Run 1, placement density heat map:
The die is cut into 24 by 24 equal tiles; white is low, dark blue is high, 0 to 100% covered.
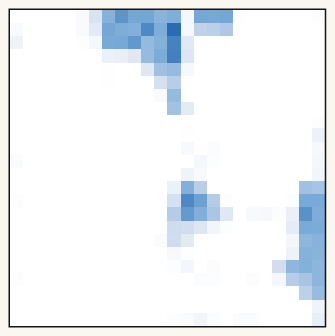
Run 1, cell outlines without signal wires:
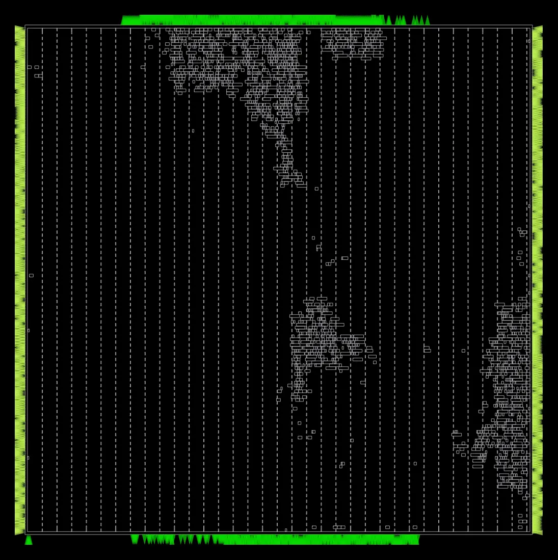
Run 1, I/O pins on the die edge:
Pins as bars across the die edge, other pins in gray.
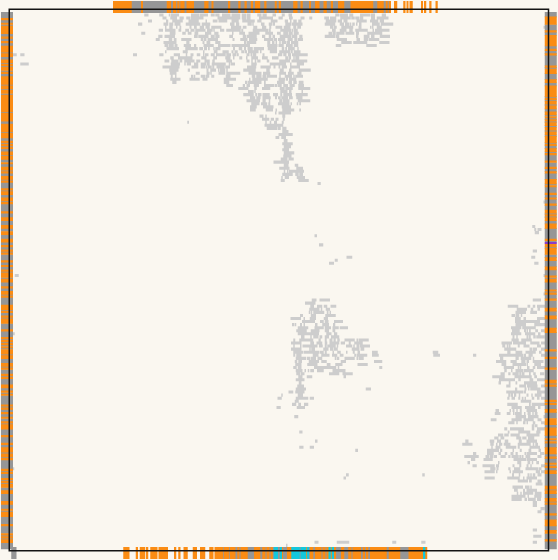
## src/rtl/egress_ctrl_if.sv

```systemverilog
// rtl/egress_ctrl_if.sv - descriptor, AXI4 read and AXI-Stream bundle for egress_ctrl
interface egress_ctrl_if #(
  parameter int ADDR_WIDTH = 31,
  parameter int DATA_WIDTH = 512,
  parameter int ID_WIDTH   = 4
);
  // descriptor channel
  logic [ADDR_WIDTH-1:0]   desc_addr;
  logic [15:0]             desc_len;
  logic                    desc_valid;
  logic                    desc_ready;
  // AXI4 read address channel
  logic [ID_WIDTH-1:0]     m_axi_arid;
  logic [ADDR_WIDTH-1:0]   m_axi_araddr;
  logic [7:0]              m_axi_arlen;
  logic [2:0]              m_axi_arsize;
  logic [1:0]              m_axi_arburst;
  logic                    m_axi_arvalid;
  logic                    m_axi_arready;
  // AXI4 read data channel
  logic [ID_WIDTH-1:0]     m_axi_rid;
  logic [DATA_WIDTH-1:0]   m_axi_rdata;
  logic [1:0]              m_axi_rresp;
  logic                    m_axi_rlast;
  logic                    m_axi_rvalid;
  logic                    m_axi_rready;
  // outgoing packet stream
  logic [DATA_WIDTH-1:0]   m_axis_tdata;
  logic [DATA_WIDTH/8-1:0] m_axis_tkeep;
  logic                    m_axis_tlast;
  logic                    m_axis_tvalid;
  logic                    m_axis_tready;

  // egress block side
  modport master (
    input  desc_addr, desc_len, desc_valid,
    output desc_ready,
    output m_axi_arid, m_axi_araddr, m_axi_arlen, m_axi_arsize, m_axi_arburst, m_axi_arvalid,
    input  m_axi_arready,
    input  m_axi_rid, m_axi_rdata, m_axi_rresp, m_axi_rlast, m_axi_rvalid,
    output m_axi_rready,
    output m_axis_tdata, m_axis_tkeep, m_axis_tlast, m_axis_tvalid,
    input  m_axis_tready
  );

  // memory / stream sink / descriptor source side
  modport slave (
    output desc_addr, desc_len, desc_valid,
    input  desc_ready,
    input  m_axi_arid, m_axi_araddr, m_axi_arlen, m_axi_arsize, m_axi_arburst, m_axi_arvalid,
    output m_axi_arready,
    output m_axi_rid, m_axi_rdata, m_axi_rresp, m_axi_rlast, m_axi_rvalid,
    input  m_axi_rready,
    input  m_axis_tdata, m_axis_tkeep, m_axis_tlast, m_axis_tvalid,
    output m_axis_tready
  );
endinterface

```

## src/rtl/egress_ctrl.sv

```systemverilog
// rtl/egress_ctrl.sv - DDR-to-stream packet replay via AXI4 read bursts (optional: EGRESS_RLAST_CHECK_EN)
module egress_ctrl #(
  parameter int ADDR_WIDTH      = 31,
  parameter int DATA_WIDTH      = 512,
  parameter int ID_WIDTH        = 4,
  parameter int MAX_BURST       = 64,
  parameter int MAX_OUTSTANDING = 4
) (
  input  logic         clk,
  input  logic         rst_n,
  egress_ctrl_if.master bus,
  output logic [15:0]  pkt_cnt,
  output logic         rd_err
);
  localparam int BEAT_BYTES = DATA_WIDTH / 8;
  localparam int KEEP_W     = BEAT_BYTES;
  localparam int BYTE_SHIFT = $clog2(BEAT_BYTES);
  // 16-bit byte length divided by the beat size always fits here
  localparam int BEATS_W    = 17;
  localparam int OUT_W      = $clog2(MAX_OUTSTANDING + 1);

  typedef enum logic [1:0] {
    S_IDLE,
    S_ADDR,
    S_DATA
  } state_t;

  state_t                 state;
  logic [ADDR_WIDTH-1:0]  addr_q;
  logic [BEATS_W-1:0]     rem_q;
  logic [BEATS_W-1:0]     tot_q;
  logic [BEATS_W-1:0]     beat_cnt;
  logic [KEEP_W-1:0]      last_keep;
  logic [OUT_W-1:0]       outstanding;
  logic [OUT_W-1:0]       out_next;
  logic                   arvalid_q;
  logic                   desc_ready_q;

  logic                   active;
  logic                   ar_hs;
  logic                   r_hs;
  logic                   desc_hs;
  logic                   last_beat;
  logic                   tlast_c;
  logic                   rlast_err;
  logic [12:0]            room_bytes;
  logic [BEATS_W-1:0]     room_beats;
  logic [BEATS_W-1:0]     burst_c;
  logic [BEATS_W-1:0]     desc_beats;
  logic [BYTE_SHIFT-1:0]  desc_rem;
  logic [KEEP_W-1:0]      desc_keep;
  logic                   unused_rid;

  assign unused_rid = ^bus.m_axi_rid;

  assign active    = (state != S_IDLE);
  assign ar_hs     = arvalid_q && bus.m_axi_arready;
  assign r_hs      = bus.m_axi_rvalid && bus.m_axi_rready;
  assign desc_hs   = bus.desc_valid && desc_ready_q;
  assign last_beat = (beat_cnt == tot_q - 1'b1);
  assign tlast_c   = active && last_beat;

  // descriptor beat count and last-beat byte mask
  assign desc_beats = (BEATS_W'(bus.desc_len) + BEATS_W'(BEAT_BYTES - 1)) >> BYTE_SHIFT;
  assign desc_rem   = bus.desc_len[BYTE_SHIFT-1:0];
  assign desc_keep  = (desc_rem == '0) ? {KEEP_W{1'b1}}
                                       : ({KEEP_W{1'b1}} >> (KEEP_W - int'(desc_rem)));

  // burst size: remaining beats clipped by MAX_BURST and the next 4KB boundary
  assign room_bytes = 13'd4096 - {1'b0, addr_q[11:0]};
  assign room_beats = BEATS_W'(room_bytes >> BYTE_SHIFT);

  always_comb begin
    burst_c = rem_q;
    if (burst_c > BEATS_W'(MAX_BURST)) burst_c = BEATS_W'(MAX_BURST);
    if (burst_c > room_beats)          burst_c = room_beats;
  end

  // bursts in flight: AR accepted adds one, the closing R beat removes one
  always_comb begin
    out_next = outstanding;
    case ({ar_hs, r_hs && bus.m_axi_rlast})
      2'b10:   out_next = outstanding + 1'b1;
      2'b01:   out_next = outstanding - 1'b1;
      default: out_next = outstanding;
    endcase
  end

`ifdef EGRESS_RLAST_CHECK_EN
  localparam int PTR_W = (MAX_OUTSTANDING > 1) ? $clog2(MAX_OUTSTANDING) : 1;

  logic [7:0]       len_fifo [MAX_OUTSTANDING];
  logic [PTR_W-1:0] wr_ptr;
  logic [PTR_W-1:0] rd_ptr;
  logic [7:0]       burst_beat;

  // rlast must coincide exactly with the beat the burst length predicts
  assign rlast_err = r_hs && (bus.m_axi_rlast != (burst_beat == len_fifo[rd_ptr]));

  // burst length storage, written as each AR is accepted
  always_ff @(posedge clk) begin
    if (ar_hs) len_fifo[wr_ptr] <= bus.m_axi_arlen;
  end

  // FIFO pointers and the beat position inside the current returning burst
  always_ff @(posedge clk or negedge rst_n) begin
    if (!rst_n) begin
      wr_ptr     <= '0;
      rd_ptr     <= '0;
      burst_beat <= '0;
    end else begin
      if (ar_hs)
        wr_ptr <= (wr_ptr == PTR_W'(MAX_OUTSTANDING - 1)) ? '0 : wr_ptr + 1'b1;
      if (r_hs) begin
        if (bus.m_axi_rlast) begin
          burst_beat <= '0;
          rd_ptr     <= (rd_ptr == PTR_W'(MAX_OUTSTANDING - 1)) ? '0 : rd_ptr + 1'b1;
        end else begin
          burst_beat <= burst_beat + 1'b1;
        end
      end
    end
  end
`else
  assign rlast_err = 1'b0;
`endif

  // control FSM, address generator, packet framing counters and status
  always_ff @(posedge clk or negedge rst_n) begin
    if (!rst_n) begin
      state        <= S_IDLE;
      addr_q       <= '0;
      rem_q        <= '0;
      tot_q        <= '0;
      beat_cnt     <= '0;
      last_keep    <= '0;
      outstanding  <= '0;
      arvalid_q    <= 1'b0;
      desc_ready_q <= 1'b0;
      pkt_cnt      <= '0;
      rd_err       <= 1'b0;
    end else begin
      outstanding <= out_next;
      if (r_hs && ((bus.m_axi_rresp != 2'b00) || rlast_err)) rd_err <= 1'b1;
      if (r_hs && tlast_c) pkt_cnt <= pkt_cnt + 1'b1;
      if (r_hs) beat_cnt <= beat_cnt + 1'b1;

      case (state)
        S_IDLE: begin
          desc_ready_q <= 1'b1;
          arvalid_q    <= 1'b0;
          if (desc_hs && (bus.desc_len != 16'd0)) begin
            addr_q       <= bus.desc_addr;
            rem_q        <= desc_beats;
            tot_q        <= desc_beats;
            beat_cnt     <= '0;
            last_keep    <= desc_keep;
            desc_ready_q <= 1'b0;
            arvalid_q    <= 1'b1;
            state        <= S_ADDR;
          end
        end
        S_ADDR: begin
          desc_ready_q <= 1'b0;
          if (arvalid_q) begin
            // payload stays put until the handshake
            if (ar_hs) begin
              addr_q <= addr_q + (ADDR_WIDTH'(burst_c) << BYTE_SHIFT);
              rem_q  <= rem_q - burst_c;
              if (rem_q == burst_c) begin
                arvalid_q <= 1'b0;
                state     <= S_DATA;
              end else begin
                arvalid_q <= (out_next < OUT_W'(MAX_OUTSTANDING));
              end
            end
          end else begin
            arvalid_q <= (out_next < OUT_W'(MAX_OUTSTANDING));
          end
        end
        S_DATA: begin
          desc_ready_q <= 1'b0;
          arvalid_q    <= 1'b0;
          if (r_hs && last_beat) begin
            desc_ready_q <= 1'b1;
            state        <= S_IDLE;
          end
        end
        default: state <= S_IDLE;
      endcase
    end
  end

  assign bus.desc_ready    = desc_ready_q;
  assign bus.m_axi_arid    = '0;
  assign bus.m_axi_araddr  = addr_q;
  assign bus.m_axi_arlen   = 8'(burst_c - 1'b1);
  assign bus.m_axi_arsize  = 3'(BYTE_SHIFT);
  assign bus.m_axi_arburst = 2'b01;
  assign bus.m_axi_arvalid = arvalid_q;

  // zero-latency pass-through of R onto the stream while a packet is open
  assign bus.m_axi_rready  = bus.m_axis_tready && active;
  assign bus.m_axis_tvalid = bus.m_axi_rvalid && active;
  assign bus.m_axis_tdata  = bus.m_axi_rdata;
  assign bus.m_axis_tlast  = tlast_c;
  assign bus.m_axis_tkeep  = tlast_c ? last_keep : {KEEP_W{1'b1}};
endmodule
```

## src/flat_wrapper.sv

```systemverilog
// flat-port wrapper written by rule: the top's interface ports become plain ports
module egress_ctrl_flat 
#(
  parameter int ADDR_WIDTH      = 31,
  parameter int DATA_WIDTH      = 512,
  parameter int ID_WIDTH        = 4,
  parameter int MAX_BURST       = 64,
  parameter int MAX_OUTSTANDING = 4
)
  (clk, rst_n, pkt_cnt, rd_err, bus_desc_addr, bus_desc_len, bus_desc_valid, bus_desc_ready, bus_m_axi_arid, bus_m_axi_araddr, bus_m_axi_arlen, bus_m_axi_arsize, bus_m_axi_arburst, bus_m_axi_arvalid, bus_m_axi_arready, bus_m_axi_rid, bus_m_axi_rdata, bus_m_axi_rresp, bus_m_axi_rlast, bus_m_axi_rvalid, bus_m_axi_rready, bus_m_axis_tdata, bus_m_axis_tkeep, bus_m_axis_tlast, bus_m_axis_tvalid, bus_m_axis_tready);
  egress_ctrl_if #(.ADDR_WIDTH(ADDR_WIDTH), .DATA_WIDTH(DATA_WIDTH), .ID_WIDTH(ID_WIDTH)) bus_i ();
  input  logic clk;
  input  logic rst_n;
  output logic [15:0] pkt_cnt;
  output logic rd_err;
  input wire logic [$bits(bus_i.desc_addr)-1:0] bus_desc_addr;
  input wire logic [$bits(bus_i.desc_len)-1:0] bus_desc_len;
  input wire logic [$bits(bus_i.desc_valid)-1:0] bus_desc_valid;
  output wire logic [$bits(bus_i.desc_ready)-1:0] bus_desc_ready;
  output wire logic [$bits(bus_i.m_axi_arid)-1:0] bus_m_axi_arid;
  output wire logic [$bits(bus_i.m_axi_araddr)-1:0] bus_m_axi_araddr;
  output wire logic [$bits(bus_i.m_axi_arlen)-1:0] bus_m_axi_arlen;
  output wire logic [$bits(bus_i.m_axi_arsize)-1:0] bus_m_axi_arsize;
  output wire logic [$bits(bus_i.m_axi_arburst)-1:0] bus_m_axi_arburst;
  output wire logic [$bits(bus_i.m_axi_arvalid)-1:0] bus_m_axi_arvalid;
  input wire logic [$bits(bus_i.m_axi_arready)-1:0] bus_m_axi_arready;
  input wire logic [$bits(bus_i.m_axi_rid)-1:0] bus_m_axi_rid;
  input wire logic [$bits(bus_i.m_axi_rdata)-1:0] bus_m_axi_rdata;
  input wire logic [$bits(bus_i.m_axi_rresp)-1:0] bus_m_axi_rresp;
  input wire logic [$bits(bus_i.m_axi_rlast)-1:0] bus_m_axi_rlast;
  input wire logic [$bits(bus_i.m_axi_rvalid)-1:0] bus_m_axi_rvalid;
  output wire logic [$bits(bus_i.m_axi_rready)-1:0] bus_m_axi_rready;
  output wire logic [$bits(bus_i.m_axis_tdata)-1:0] bus_m_axis_tdata;
  output wire logic [$bits(bus_i.m_axis_tkeep)-1:0] bus_m_axis_tkeep;
  output wire logic [$bits(bus_i.m_axis_tlast)-1:0] bus_m_axis_tlast;
  output wire logic [$bits(bus_i.m_axis_tvalid)-1:0] bus_m_axis_tvalid;
  input wire logic [$bits(bus_i.m_axis_tready)-1:0] bus_m_axis_tready;
  assign bus_i.desc_addr = bus_desc_addr;
  assign bus_i.desc_len = bus_desc_len;
  assign bus_i.desc_valid = bus_desc_valid;
  assign bus_desc_ready = bus_i.desc_ready;
  assign bus_m_axi_arid = bus_i.m_axi_arid;
  assign bus_m_axi_araddr = bus_i.m_axi_araddr;
  assign bus_m_axi_arlen = bus_i.m_axi_arlen;
  assign bus_m_axi_arsize = bus_i.m_axi_arsize;
  assign bus_m_axi_arburst = bus_i.m_axi_arburst;
  assign bus_m_axi_arvalid = bus_i.m_axi_arvalid;
  assign bus_i.m_axi_arready = bus_m_axi_arready;
  assign bus_i.m_axi_rid = bus_m_axi_rid;
  assign bus_i.m_axi_rdata = bus_m_axi_rdata;
  assign bus_i.m_axi_rresp = bus_m_axi_rresp;
  assign bus_i.m_axi_rlast = bus_m_axi_rlast;
  assign bus_i.m_axi_rvalid = bus_m_axi_rvalid;
  assign bus_m_axi_rready = bus_i.m_axi_rready;
  assign bus_m_axis_tdata = bus_i.m_axis_tdata;
  assign bus_m_axis_tkeep = bus_i.m_axis_tkeep;
  assign bus_m_axis_tlast = bus_i.m_axis_tlast;
  assign bus_m_axis_tvalid = bus_i.m_axis_tvalid;
  assign bus_i.m_axis_tready = bus_m_axis_tready;
  egress_ctrl #(.ADDR_WIDTH(ADDR_WIDTH), .DATA_WIDTH(DATA_WIDTH), .ID_WIDTH(ID_WIDTH), .MAX_BURST(MAX_BURST), .MAX_OUTSTANDING(MAX_OUTSTANDING)) u_core (.clk(clk), .rst_n(rst_n), .bus(bus_i), .pkt_cnt(pkt_cnt), .rd_err(rd_err));
endmodule
```

## config.mk

```make
export PLATFORM = sky130hd
export DESIGN_NAME = egress_ctrl_flat
export DESIGN_NICKNAME = d
export VERILOG_FILES = /design/src/rtl/egress_ctrl_if.sv /design/src/rtl/egress_ctrl.sv /design/src/flat_wrapper.sv
export SDC_FILE = /design/constraint.sdc
export NUM_CORES = 1
export LEC_CHECK = 0
export CAP_MARGIN = 10
export CORE_AREA = 2 2 475 477
export CTS_BUF_LIST = sky130_fd_sc_hd__clkbuf_8
export CTS_CLUSTER_SIZE = 12
export DETAILED_ROUTE_END_ITERATION = 16
export DIE_AREA = 0 0 477 479
export SLEW_MARGIN = 15
export SYNTH_ARGS = -nofsm -noshare
export SYNTH_HDL_FRONTEND = slang
export SYNTH_SLANG_ARGS = --single-unit
export TNS_END_PERCENT = 50
```

## constraint.sdc

```tcl
create_clock -name clk -period 6.65 [get_ports clk]
set_clock_uncertainty 0.1 [all_clocks]
set_input_delay 1.995 -clock clk [delete_from_list [all_inputs] [get_ports clk]]
set_output_delay 1.995 -clock clk [all_outputs]
set_load 0.02 [all_outputs]
```

==> Implementation_results.wiki, run 1 <==
== Metrics ==
{| class="wikitable"
! Metric !! Value
|-
| Status || complete, no violations
|-
| Vias per std cell || 2.48
|-
| Period utilisation layout || 97.0%
|-
| Final-layout worst hold slack || 0.371 ns
|-
| Count of input and output buffers || 180
|-
| Detailed-route via count || 11100
|-
| OpenROAD warning count || 37
|-
| Number of enable flip-flop cells || 0
|-
| Worst reg2reg path startpoint || u_core.bus.m_axi_araddr[2]$_DFFE_PN0P_
|-
| 1st-pass router iterations || 5
|-
| Max FFs per register || 64
|-
| Highest Signal Layer || met5
|-
| Number of levels in the clock H-tree || 4
|-
| Power share of the clock group || 14.8%
|-
| Distinct cells, synth || 71
|-
| Yosys Chip Area || 0.0144 mm^2
|-
| Clock Pin Slew Worst Setup and Hold Paths || 0.14 ns
|-
| Sequential power || 1710 uW
|-
| Pre-CTS setup slack || -0.0433 ns
|-
| Dominant synthesized flop cell || dfrtp_1
|-
| Rel. slew slack || 27.7%
|-
| Internal power of the cells || 3070 uW
|-
| Max cap viols || 0
|-
| Ratio of total power to cell area || 349 mW/mm^2
|-
| RSZ-0062 raised after global routing || true
|-
| Worst Max-Slew Pin Slew || 1.08 ns
|-
| Worst r2r dst || u_core.bus.m_axi_araddr[28]$_DFFE_PN0P_
|-
| Combinational cell area excluding buffers and inverters || 0.00624 mm^2
|-
| Average cell area after synthesis || 8.23 um^2
|-
| Register ranked first by flip-flop count || u_core.last_keep
|-
| Min-delay worst type || reg2reg
|-
| Sequential share of power || 29.2%
|-
| Sum of negative setup slack || 0 ns
|-
| R2R depth || 24
|-
| Chip Area || 0.228 mm^2
|-
| Area fraction in and, or, nand and nor cells after synthesis || 17.1%
|-
| Portion of the layout cell area used by non-clock buffers || 12.7%
|-
| Total number of placement rows || 174
|-
| WL met1 || 21.3 mm
|-
| Final setup violation count || 0
|-
| Seq/Total Area, Yosys || 28.4%
|-
| Global router's overall resource usage || 8.12%
|-
| Number of storage elements in the synthesis netlist || 164
|-
| Adder-cell area share of the yosys netlist || 5.01%
|-
| Area of the mapped netlist || 0.0144 mm^2
|-
| Fraction of met3 tracks used by global routing || 9.07%
|-
| Total cells reported by yosys after synthesis || 1754
|-
| Final Hold Vio Count || 0
|-
| Internal reg-to-reg setup slack || 0.73 ns
|-
| Worst setup EP type || output pin
|}
Notes on 'placement density heat map' above:
mean over tiles = 5.7%
nearly empty tiles = 80%
densest ninth of the die = north
fullest tile = 76%
emptiest ninth of the die = south-west
tiles over 75% full = 0.20%
initial standard-cell utilization of the core: 6.45%
placeable core region: 0.224 mm^2
Core Util, Final: 7.53%

Notes on 'cell outlines without signal wires' above:
fraction of standard cell area that is sequential: 24.4%
number of filler instances in the final layout: 26200
flip-flop and latch count: 164

Notes on 'I/O pins on the die edge' above:
cyan -> `bus_desc_len`  # pins 16, direction input, edge south
purple -> `clk`  # pins 1, direction input, edge east
orange -> `bus_m_axis_tdata`  # pins 512, direction output, edge 160 west, 138 east, 122 south, 92 north

[run 1: synth_stat cells, types with 11 or more instances]
library cell,count,area [um^2]
o21a_1,11,82.6
nand2_1,159,597
buf_2,13,65.1
ha_1,53,663
nand2b_1,78,488
dfrtp_1,164,4100
a21oi_1,82,410
o31ai_1,11,82.6
xor2_1,38,333
nand4_1,24,150
inv_1,35,131
xnor2_1,51,447
clkbuf_1,40,150
nand3_1,28,140
a21o_1,16,120
buf_4,521,3910
a31oi_1,21,131
and3_1,18,113
nor2_1,111,417
or3_1,12,75.1
nor3_1,18,90.1
nor2b_1,11,68.8
o21ai_0,114,571
[run 1: tightest hold or removal path, cell delays in order (launching register included)]
cell and delay (ns):
dfrtp_1 0.36, nand2_1 0.05, nand2_1 0.04
==> run 2, diff against run 1 <==
==> constraint.sdc (replaced) <==
create_clock -name clk -period 6.65 [get_ports clk]
set_clock_uncertainty 0.1 [all_clocks]
set_input_delay 1.33 -clock clk [delete_from_list [all_inputs] [get_ports clk]]
set_output_delay 1.33 -clock clk [all_outputs]
set_load 0.02 [all_outputs]
Run 2, clock network drawn from the DEF:
Bar = 100 um.
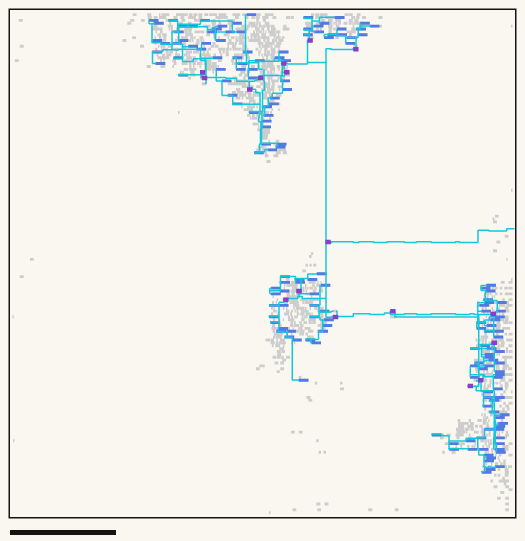
purple -> clock-net drivers  # count 17
blue -> flip-flops  # count 164
cyan -> clock wires  # length 3250 um
routed clock nets = 18
clock latency reported for the late side of the worst-skew pair: 0.59 ns
Clk. pwr: 855 uW
power share of the clock group: 14.7%

Run 2, I/O pins on the die edge:
Pins as bars across the die edge, other pins in gray.
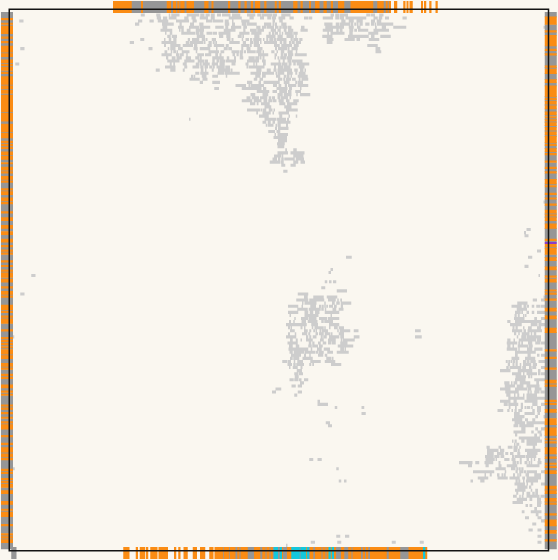
overall die width: 477 um
vertical die dimension: 479 um
count of input and output buffers: 180

Run 2, cell outlines without signal wires:
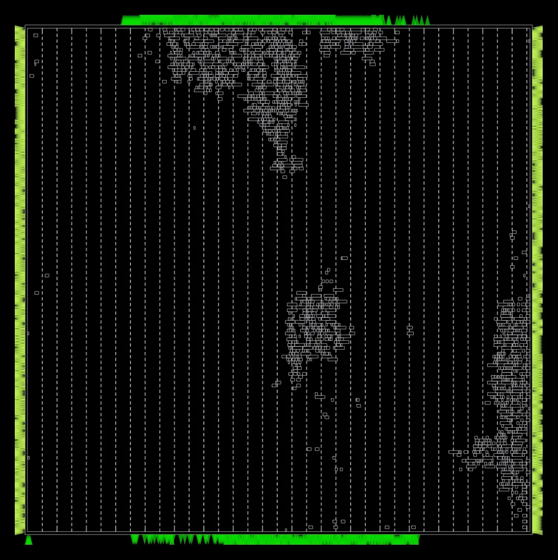
total number of placement rows: 174
number of non-filler instances in the completed layout: 4435
number of filler instances in the final layout: 26200

==> run 2 against run 1 <==
  * Global-route usage down 0.081 points
  * First-iteration DRC count down 4.0%
  * Sequential cell count unchanged
  * Via count down 0.17%
  * Fmax up 2.5%
  * Synthesized area unchanged
==> Implementation_results.wiki, run 2 <==
== Metrics ==
{| class="wikitable"
! Metric !! Value
|-
| 1st-pass router iterations || 8
|-
| Sum of negative setup slack || 0 ns
|-
| Most common cell in the netlist || buf_4
|-
| Area of the mapped netlist || 0.0144 mm^2
|-
| Final-layout worst hold slack || 0.375 ns
|-
| Ratio of total power to cell area || 349 mW/mm^2
|-
| Clock Pin Slew Worst Setup and Hold Paths || 0.14 ns
|-
| Max-area cell share || 28.4%
|-
| Chip Area || 0.228 mm^2
|-
| Rel. slew slack || 23.8%
|-
| Dominant synthesized flop cell || dfrtp_1
|-
| Seq/Total Area, Yosys || 28.4%
|-
| Internal reg-to-reg setup slack || 0.70 ns
|-
| Number of enable flip-flop cells || 0
|-
| Worst Max-Slew Pin Slew || 1.13 ns
|-
| Distinct cells, synth || 71
|-
| WL met1 || 20.1 mm
|-
| Internal power of the cells || 3030 uW
|-
| Min-delay worst type || reg2reg
|-
| Area fraction in and, or, nand and nor cells after synthesis || 17.1%
|-
| Yosys Chip Area || 0.0144 mm^2
|-
| Final setup violation count || 0
|-
| Worst reg2reg path startpoint || u_core.bus.m_axi_araddr[2]$_DFFE_PN0P_
|-
| Status || complete, no violations
|-
| Max cap viols || 0
|}
run 2: cell counts after synthesis:
No cell type changed its count.
run 2: final cells by class:
class / instances / area (um^2) / share of cell area (%)
diodes: 5 / 12.5 / 0.0751
clock buffers: 17 / 234 / 1.41
clock inverters: 15 / 204 / 1.22
inverters: 35 / 131 / 0.789
multi-input cells: 1004 / 6220 / 37.4
flip-flops and latches: 164 / 4100 / 24.6
well taps: 2992 / 3740 / 22.5
repair buffers: 203 / 2000 / 12.0
run 2: worst max-delay path, delay by kind of cell (launching register included):
kind	cells	cell delay [ns]
flops	1	0.45
simple gates	6	1.40
compound gates	3	0.54
fa+ha+maj	1	0.29
xor+xnor	1	0.21
mux	1	0.41
buf+inv	3	0.98
==> run 3, diff against run 2 <==
--- a/config.mk
+++ b/config.mk
@@ -13,2 +13,3 @@
 export DIE_AREA = 0 0 477 479
+export HOLD_SLACK_MARGIN = 0.02
 export SLEW_MARGIN = 15
@@ -17,2 +18 @@
 export SYNTH_SLANG_ARGS = --single-unit
-export TNS_END_PERCENT = 50
==> constraint.sdc (replaced) <==
create_clock -name clk -period 6.65 [get_ports clk]
set_clock_uncertainty 0.1 [all_clocks]
set_input_delay 1.6625 -clock clk [delete_from_list [all_inputs] [get_ports clk]]
set_output_delay 1.6625 -clock clk [all_outputs]
set_load 0.02 [all_outputs]
Run 3, cell outlines without signal wires:
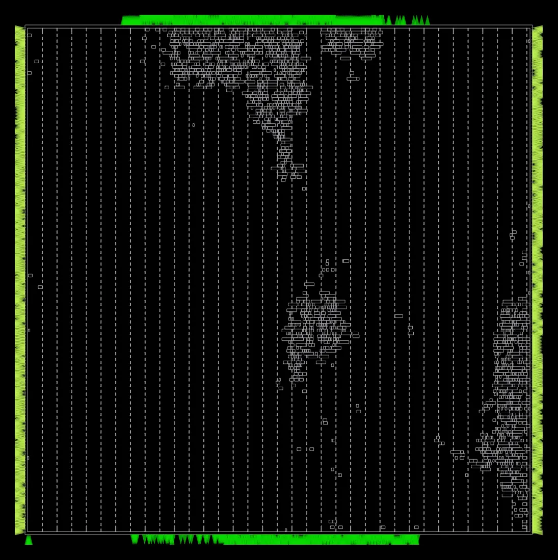
number of non-filler instances in the completed layout: 4442
fraction of standard cell area that is sequential: 24.6%
Core Util, Final: 7.47%

Run 3, clock network drawn from the DEF:
Bar = 100 um.
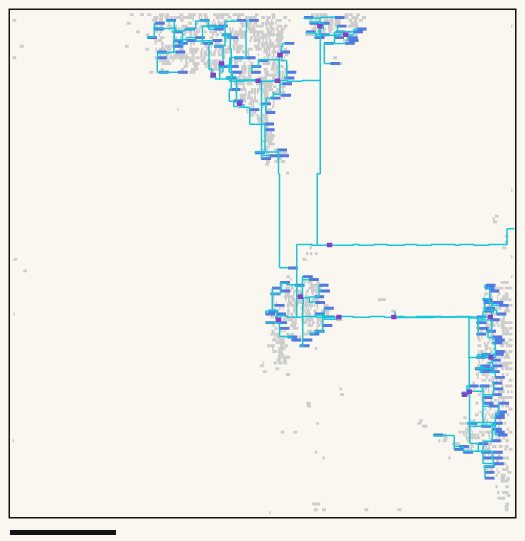
purple -> clock-net drivers  # count 17
blue -> flip-flops  # count 164
cyan -> clock wires  # length 3350 um
routed clock nets = 18
power share of the clock group: 14.8%
Clk. pwr: 858 uW

Run 3, M3 wires:
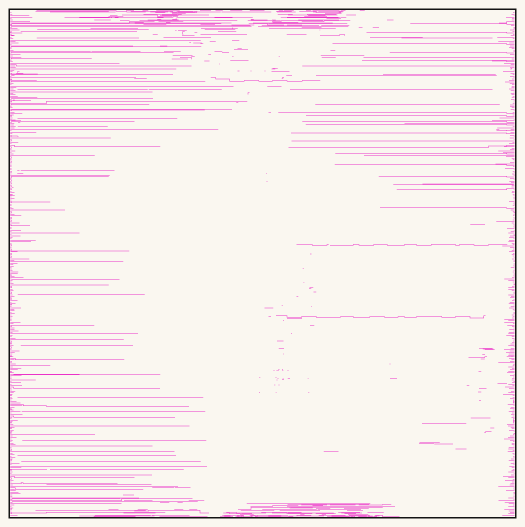
share of all routed wire = 24%
nets with wire on the layer = 606
main direction = horizontal
wire length on this layer = 23.1 mm
longest straight run = 227 um
detailed-route via count: 11000
fraction of met3 tracks used by global routing: 8.93%
Total Routed Length: 95.9 mm

==> run 3 against run 2 <==
  * Hold slack worse by 0.0029 ns
  * Cell count up 0.16%
  * Total power is 0.18% lower
  * Synthesized cell count unchanged
  * Combinational power is essentially flat
  * Design area grew 0.29%
  * Fmax shrank 1.8%
  * Worst setup slack worse by 0.12 ns
  * Critical endpoint is now bus_m_axi_arlen[1]
  * Count of clock-buffer cells in the layout stayed put
==> Implementation_results.wiki, run 3 <==
== Metrics ==
{| class="wikitable"
! Metric !! Value
|-
| Status || complete, no violations
|-
| Diode count || 4
|-
| Area of the mapped netlist || 0.0144 mm^2
|-
| Chip Area || 0.228 mm^2
|-
| Worst setup EP type || output pin
|-
| Most instantiated cells after synthesis || buf_4, dfrtp_1, nand2_1
|-
| Post-synth top area cell || dfrtp_1
|-
| Number of filler instances in the final layout || 26200
|-
| Final Hold Vio Count || 0
|-
| Register ranked first by flip-flop count || u_core.last_keep
|-
| Period utilisation layout || 96.4%
|-
| Worst Max-Slew Pin Slew || 1.11 ns
|-
| 1st-pass router iterations || 5
|-
| Buffers, non-clock || 211
|-
| Sequential share of power || 29.7%
|-
| Highest Signal Layer || met5
|-
| Vertical die dimension || 479 um
|-
| Final-layout worst hold slack || 0.372 ns
|-
| Max FFs per register || 64
|-
| Total cells reported by yosys after synthesis || 1754
|-
| Fraction of area in multi-input gates || 37.2%
|-
| Most common cell in the netlist || buf_4
|-
| Flip-flop and latch count || 164
|-
| Combinational gates || 1004
|-
| Rel. slew slack || 25.2%
|-
| Seq/Total Area, Yosys || 28.4%
|-
| Number of enable flip-flop cells || 0
|-
| Count of input and output buffers || 180
|-
| Pre-CTS setup slack || 0.0832 ns
|-
| Combinational cell area excluding buffers and inverters || 0.00622 mm^2
|-
| Yosys Chip Area || 0.0144 mm^2
|-
| Count of clock buffers in the final design || 17
|-
| WL met1 || 20.8 mm
|-
| Global router's overall resource usage || 8.06%
|-
| RSZ-0062 raised after global routing || false
|-
| Average cell area after synthesis || 8.23 um^2
|}
-- run 3: cell types whose count changed in the layout (fill, tap and decap cells not counted), sizes merged --
cell / previous run / this run
dlygate4sd2: 1 / 3
clkbuf: 17 / 18
diode: 5 / 4
clkdlybuf4s15: 0 / 1
buf: 24 / 32
clkdlybuf4s50: 177 / 173
-- run 3: final timing paths --
kind | end | slack (ns)
setup / recovery | bus_m_axi_arlen[1] | 0.24
hold / removal | u_core.last_keep[1]$_DFFE_PN0P_ | 0.37
setup reg to reg | u_core.bus.m_axi_araddr[28]$_DFFE_PN0P_ | 0.77
hold reg to reg | u_core.last_keep[1]$_DFFE_PN0P_ | 0.37
max in group asynchronous | u_core.pkt_cnt[12]$_DFFE_PN0P_ | 4.30
min in group asynchronous | u_core.last_keep[25]$_DFFE_PN0P_ | 0.93
Power is estimated from default activity; no workload was simulated.
